===== src/rtl/vc_input_port.sv =====
// vc_input_port: per-VC input buffers with framing check, lowest-index dequeue and credit return
module vc_input_port #(
  parameter int FLIT_W = 32,
  parameter int NUM_VC = 2,
  parameter int DEPTH  = 6,
  parameter int VCW    = $clog2(NUM_VC)
) (
  input  logic              clk,
  input  logic              rst_n,
  input  logic              in_valid,
  input  logic [VCW-1:0]    in_vc,
  input  logic [FLIT_W-1:0] in_flit,
  input  logic [NUM_VC-1:0] route_grant,
  input  logic [NUM_VC-1:0] sw_grant,
  output logic              out_valid,
  output logic [VCW-1:0]    out_vc,
  output logic [FLIT_W-1:0] out_flit,
  output logic              credit_out,
  output logic [VCW-1:0]    credit_vc,
  output logic [NUM_VC-1:0] vc_empty,
  output logic [NUM_VC-1:0] vc_full,
  output logic [NUM_VC-1:0] vc_head_at_front,
  output logic              err_overflow,
  output logic              err_protocol
);
  localparam int CW = $clog2(DEPTH + 1);
  localparam int PW = $clog2(DEPTH);
  typedef enum logic {IDLE, ACTIVE} state_t;
  state_t            state [NUM_VC];
  state_t            state_nxt [NUM_VC];
  logic [FLIT_W-1:0] mem [NUM_VC][DEPTH];
  logic [PW-1:0]     rd_ptr [NUM_VC];
  logic [PW-1:0]     wr_ptr [NUM_VC];
  logic [CW-1:0]     cnt [NUM_VC];
  logic [1:0]        typ;
  logic [NUM_VC-1:0] elig, deq_sel, wr;
  logic [VCW-1:0]    deq_vc;
  logic              deq, perr, oerr, hit, ok, space;

  function automatic logic [PW-1:0] nxt(input logic [PW-1:0] p);
    return p == PW'(DEPTH - 1) ? '0 : p + PW'(1);
  endfunction

  assign typ = in_flit[FLIT_W-1 -: 2];

  always_comb begin
    elig = '0;
    for (int v = 0; v < NUM_VC; v++)
      elig[v] = route_grant[v] & sw_grant[v] & (cnt[v] != '0);
    deq_sel = elig & -elig;
    deq = |elig;
    deq_vc = '0;
    for (int v = NUM_VC - 1; v >= 0; v--)
      if (elig[v]) deq_vc = VCW'(v);
    wr = '0;
    perr = 1'b0;
    oerr = 1'b0;
    hit = 1'b0;
    ok = 1'b0;
    space = 1'b0;
    for (int v = 0; v < NUM_VC; v++) begin
      hit = in_valid && typ != 2'b00 && in_vc == VCW'(v);
      ok = state[v] == IDLE ? typ == 2'b01 : typ[1];
      space = cnt[v] != CW'(DEPTH) || deq_sel[v];
      wr[v] = hit && ok && space;
      perr = perr | (hit && !ok);
      oerr = oerr | (hit && ok && !space);
      state_nxt[v] = wr[v] ? (typ == 2'b11 ? IDLE : ACTIVE) : state[v];
      vc_empty[v] = cnt[v] == '0;
      vc_full[v] = cnt[v] == CW'(DEPTH);
      vc_head_at_front[v] = cnt[v] != '0 && mem[v][rd_ptr[v]][FLIT_W-1 -: 2] == 2'b01;
    end
  end

  always_ff @(posedge clk)
    for (int v = 0; v < NUM_VC; v++)
      if (wr[v]) mem[v][wr_ptr[v]] <= in_flit;

  always_ff @(posedge clk or negedge rst_n) begin
    if (!rst_n) begin
      for (int v = 0; v < NUM_VC; v++) begin
        state[v] <= IDLE;
        rd_ptr[v] <= '0;
        wr_ptr[v] <= '0;
        cnt[v] <= '0;
      end
      out_valid <= 1'b0;
      out_vc <= '0;
      out_flit <= '0;
      credit_out <= 1'b0;
      credit_vc <= '0;
      err_overflow <= 1'b0;
      err_protocol <= 1'b0;
    end else begin
      for (int v = 0; v < NUM_VC; v++) begin
        state[v] <= state_nxt[v];
        rd_ptr[v] <= deq_sel[v] ? nxt(rd_ptr[v]) : rd_ptr[v];
        wr_ptr[v] <= wr[v] ? nxt(wr_ptr[v]) : wr_ptr[v];
        cnt[v] <= cnt[v] + CW'(wr[v]) - CW'(deq_sel[v]);
      end
      out_valid <= deq;
      credit_out <= deq;
      out_vc <= deq ? deq_vc : out_vc;
      credit_vc <= deq ? deq_vc : credit_vc;
      out_flit <= deq ? mem[deq_vc][rd_ptr[deq_vc]] : out_flit;
      err_overflow <= err_overflow | oerr;
      err_protocol <= err_protocol | perr;
    end
  end
endmodule


===== config.mk =====
export PLATFORM = sky130hd
export DESIGN_NAME = vc_input_port
export DESIGN_NICKNAME = d
export VERILOG_FILES = /design/src/rtl/vc_input_port.sv
export SDC_FILE = /design/constraint.sdc
export NUM_CORES = 1
export LEC_CHECK = 0
export ABC_AREA = 1
export CORE_MARGIN = 5
export CORE_UTILIZATION = 59
export DETAILED_ROUTE_END_ITERATION = 16
export PLACE_DENSITY = 0.83
export SYNTH_ARGS = -nofsm -noshare
export SYNTH_HDL_FRONTEND = slang
export SYNTH_SLANG_ARGS = --single-unit
export TNS_END_PERCENT = 100

===== constraint.sdc =====
create_clock -name clk -period 13.4 [get_ports clk]
set_clock_uncertainty 0.05 [all_clocks]
set_input_delay 2.01 -clock clk [delete_from_list [all_inputs] [get_ports clk]]
set_output_delay 2.01 -clock clk [all_outputs]
set_load 0.01 [all_outputs]

==> out/results.tsv, run 1 <==
stage	metric	value	unit
worst_setup_path	r2r-start	cnt[4]	
power	swShare	0.331	
sta	slew_violations	0	
clocking	cts_setup_buffers	0	
status	status	finished clean	
synthesis	synthArstFlopShare	0.127	
synthesis	fp_nets	1879	
worst_setup_path	crit_slowest_cell	nand2_8	
drt	wl_met1	17100	um
worst_setup_path	worstPathRequired	13.81	ns
layout	buffer_area_frac	0.0474	
layout	clk_share	0.0678	
drt	postRouteAntennaNets	0	
synthesis	ys_sh_simple	0.243	
drt	vias	13708	
global_routing	grt-busiest-layer	met2	
synthesis	ys_area	0.0191	mm2
worst_setup_path	path_delay_family	simple AND/OR/NAND/NOR gates	
global_routing	grtUsageMet2	0.451	
drt	wirelength	47400	um
-- run 1: flip-flops by register name (all words and copies together) (netlist names) --
signal and cells:
state 2, out_flit 32, credit_out 1, out_vc 1, err_overflow 1, err_protocol 1, wr_ptr 6, mem 384
rd_ptr 6, cnt 6
-- run 1: synthesized netlist by cell type (2+ instances only) --
master    count
or2_2         2
xnor2_1       2
buf_4        20
o21ai_0      10
buf_2        56
nand2_1     806
buf_1         8
xor2_1        4
a31oi_1       2
o211ai_1      2
nand3b_1     30
buf_6         7
edfxtp_1    384
inv_2         5
nand2_2       6
dfrtp_1      56
nand3_1     204
inv_1        93
nor4_1        4
o22ai_1       4
nor2_2        3
a211oi_1      2
a22oi_1       4
a21oi_1      28
ha_1          3
fa_1          2
nor2_1       51
nor3_1        7
a21oi_2       9
clkbuf_1     13
==> run_1/flops_by_reg.png <==
Drawn at 2 px/um. Other sequential cells in the stronger gray, the rest of the logic in the fainter gray.
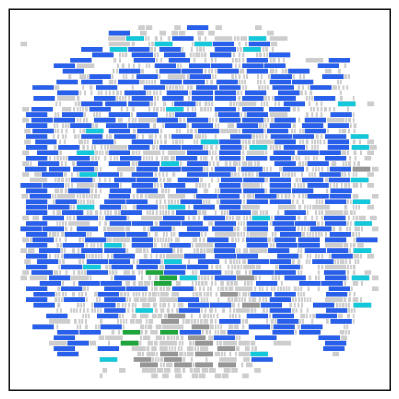
legend:
  `wr_ptr`:
    color: green
    flops: 6
    where: bottom center
  `mem`:
    color: blue
    flops: 384
  `out_flit`:
    color: cyan
    flops: 32
    where: widely spread
not colored: 18

==> run_1/layer_met2.png <==
Drawn at 2 px/um.
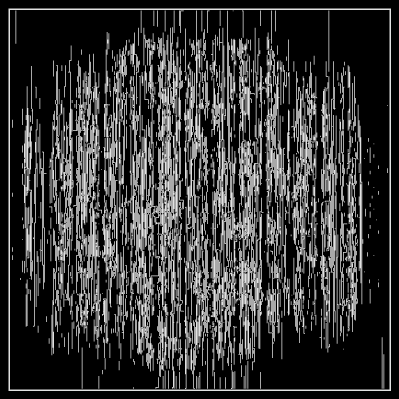
wire length on this layer: 24.0 mm
share of all routed wire: 51%
longest straight run: 63.1 um

==> run_1/congestion.png <==
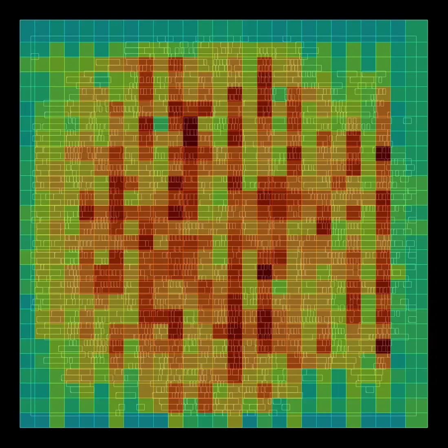
GR Util met3: 0.0455
routed len/inst: 20.4 um
met1 Use GR: 0.330

--- run 2 (diff from run 1) ---
clock period = 5.59 ns   (was 13.4 ns; I/O delays follow)
==> run_2/detail.png <==
Window x 82 to 107, y 82 to 107 um. Cells in gray, sequential cells in the stronger gray; small squares are vias.
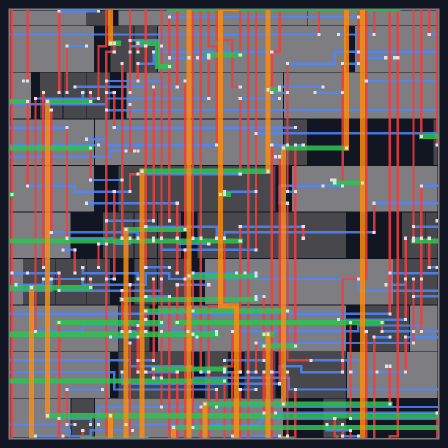
legend:
  metal 2:
    color: red
  metal 3:
    color: green
  metal 1:
    color: blue
  metal 4:
    color: orange
sequential cells in the window: 10
netlist names of flops here include: `mem` (9), `out_flit` (1)
most frequent: nand2_1 (16), edfxtp_1 (9), nand3_1 (5)
cells with their middle in the window: 39

==> run_2/flops_by_reg.png <==
Drawn at 2 px/um. Other sequential cells in the stronger gray, the rest of the logic in the fainter gray.
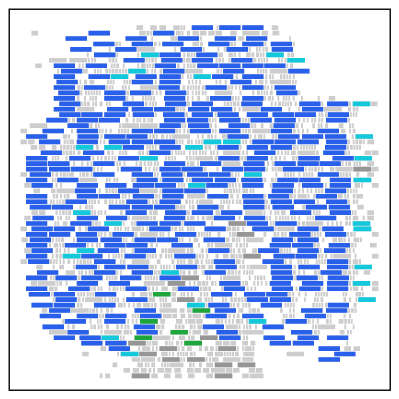
legend:
  `wr_ptr`:
    color: green
    flops: 6
    where: bottom center
  `out_flit`:
    color: cyan
    flops: 32
    where: widely spread
  `mem`:
    color: blue
    flops: 384
    where: widely spread
not colored: 18

==> out/results.tsv, run 2 <==
stage	metric	value	unit
status	status	finished clean	
clocking	cts_buffers	45	
sta	slew_violations	0	
sta	rsz0062_at_grt	no	
synthesis	ys_cells	1834	
synthesis	synth_dominant_cell_count	nand2_1	
global_routing	use_met3	0.0349	
layout	clk_share	0.0666	
sta	hold_viol_final	0	
synthesis	common_cells	nand2_1, edfxtp_1, nand3_1	
power	power-top-group	registers	
synthesis	edf_count	384	
layout	buffer_area_frac	0.0500	
global_routing	grt-busiest-layer	met2	
layout	nMultiInputCombCells	1192	
power	clkPwrFrac	0.300	
sta	fin_crit_sh	0.719	
drt	postRouteAntennaNets	0	
drt	wl_met1	17200	um
worst_setup_path	crit_slowest_cell	inv_1	
drt	wirelength	46400	um
worst_setup_path	path_delay_family	buffers and inverters	
clocking	tritoncts	built	
global_routing	grtUsageTotal	0.257	
drt	vias	13547	
synthesis	synthArstFlopShare	0.127	
global_routing	grtUsageMet2	0.434	
layout	largest_reg_flops	384	
clocking	cts_setup_buffers	0	
[run 2: metrics by stage]
stage	util	worst slack, ns	power, W	cells	hold slack, ns
after global routing	0.681	1.42	0.0102	2331	0.474
after floorplan	-	0.142	0.00580	1834	0.414
after global placement	0.635	1.29	0.00670	2247	0.406
after CTS	0.681	1.66	0.00971	2330	0.444
after detailed placement	0.635	1.18	0.00679	2247	0.427
final	0.681	1.57	0.00972	2331	0.444
[run 2: kinds of logic after synthesis]
kind of cell               count (synthesis)  synth area share
AOI/OAI and AO/OA                         65            0.0214
xor gates and xnor gates                   6           0.00276
adders and majority gates                  5           0.00407
and+or+nand+nor                         1116             0.243
DFF                                      440             0.679
buffers and inverters                    202            0.0502
--- run 3 (diff from run 2) ---
CORE_UTILIZATION = 55   (was 59)
PLACE_DENSITY = 0.81   (was 0.83)
clock period = 3.23 ns   (was 5.59 ns; I/O delays follow)
==> run_3/flops_by_reg.png <==
Drawn at 2 px/um. Other sequential cells in the stronger gray, the rest of the logic in the fainter gray.
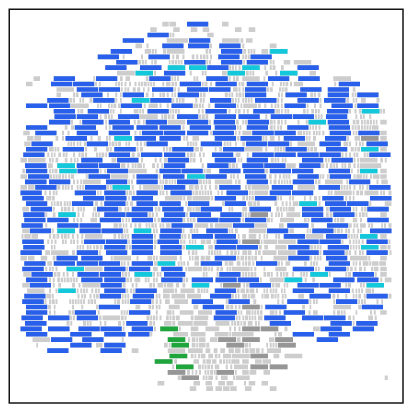
legend:
  `out_flit`:
    color: cyan
    flops: 32
  `mem`:
    color: blue
    flops: 384
  `wr_ptr`:
    color: green
    flops: 6
    where: bottom center
not colored: 18

==> run_3/sizes.png <==
Drawn at 2 px/um.
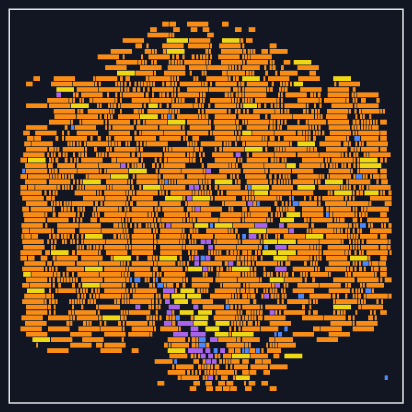
legend:
  _6 and larger:
    color: yellow
    cells: 76
    share: 3.9%
  _0 and _1 cells:
    color: orange
    cells: 1787
    share: 92%
  _2 cells:
    color: blue
    cells: 36
    share: 1.8%
  _3 and _4 cells:
    color: purple
    cells: 47
    share: 2.4%

==> out/results.tsv, run 3 <==
stage	metric	value	unit
synthesis	synthArstFlopShare	0.127	
power	power	0.0169	W
sta	slew_violations	0	
synthesis	common_cells	nand2_1, edfxtp_1, nand3_1	
synthesis	synth_dominant_cell_count	nand2_1	
drt	wirelength	47100	um
layout	nets	1957	
placed_design	dp_cells	2321	
floorplanning	die_h	196	um
worst_setup_path	worstPathRequired	2.70	ns
layout	buffer_area_frac	0.0673	
sta	hold_viol_final	0	
sta	fin_crit_sh	0.960	
layout	nMultiInputCombCells	1192	
worst_setup_path	r2r-start	cnt[4]	
worst_setup_path	path_delay_family	buffers and inverters	
synthesis	edf_count	384	
global_routing	grt_max_degree	115	
drt	postRouteAntennaNets	0	
clocking	tritoncts	built	
synthesis	ys_area	0.0191	mm2
placed_design	dp_slack	0.168	ns
synthesis	ys_cells	1834	
synthesis	ys.warnings.count	0	
power	p_per_area	768	mW/mm2
layout	final_cells	2401	
sta	finalHoldWorstSlack	0.0199	ns
synthesis	fp_nets	1879	
sta	rsz0062_at_grt	no	
drt	post_drt_wl_per_cell	19.6	um
worst_setup_path	worstSetupEndpointType	output port	
drt	vias	13507	
clocking	cts_buffers	44	
layout	postLayoutCoreUtil	0.642	
worst_setup_path	path_cells	nand2_1, inv_1, a22oi_1, nand3_1, a31oi_1, a211oi_1, clkdlybuf4s50_1	
status	status	finished clean	
layout	largest_reg_flops	384	
[run 3: cell counts after synthesis]
Identical to the previous run, type by type.
[run 3: cell families after synthesis]
logic type               count (synthesis)  share of synthesized area
flip-flops                             440                      0.679
AND/OR/NAND/NOR                       1116                      0.243
adder cells (fa/ha/maj)                  5                    0.00407
XOR/XNOR                                 6                    0.00276
buffers and inverters                  202                     0.0502
AND-OR/OR-AND                           65                     0.0214
[run 3: per-layer routing]
metal	track usage	part of all wire	up-vias
met2	0.425	0.50	724
met4	0.0882	0.032	0
li1	-	-	6244
met1	0.312	0.37	6403
met3	0.0441	0.096	136
met5	0	0	-
[run 3: where the power goes]
part | internal [W] | switching [W]
Combinational | 0.00175 | 0.00320
Clock | 0.00289 | 0.00207
Sequential | 0.00666 | 0.000376
Total | 0.0113 | 0.00565
No activity file was given, so power comes from the tool's default toggle rates.
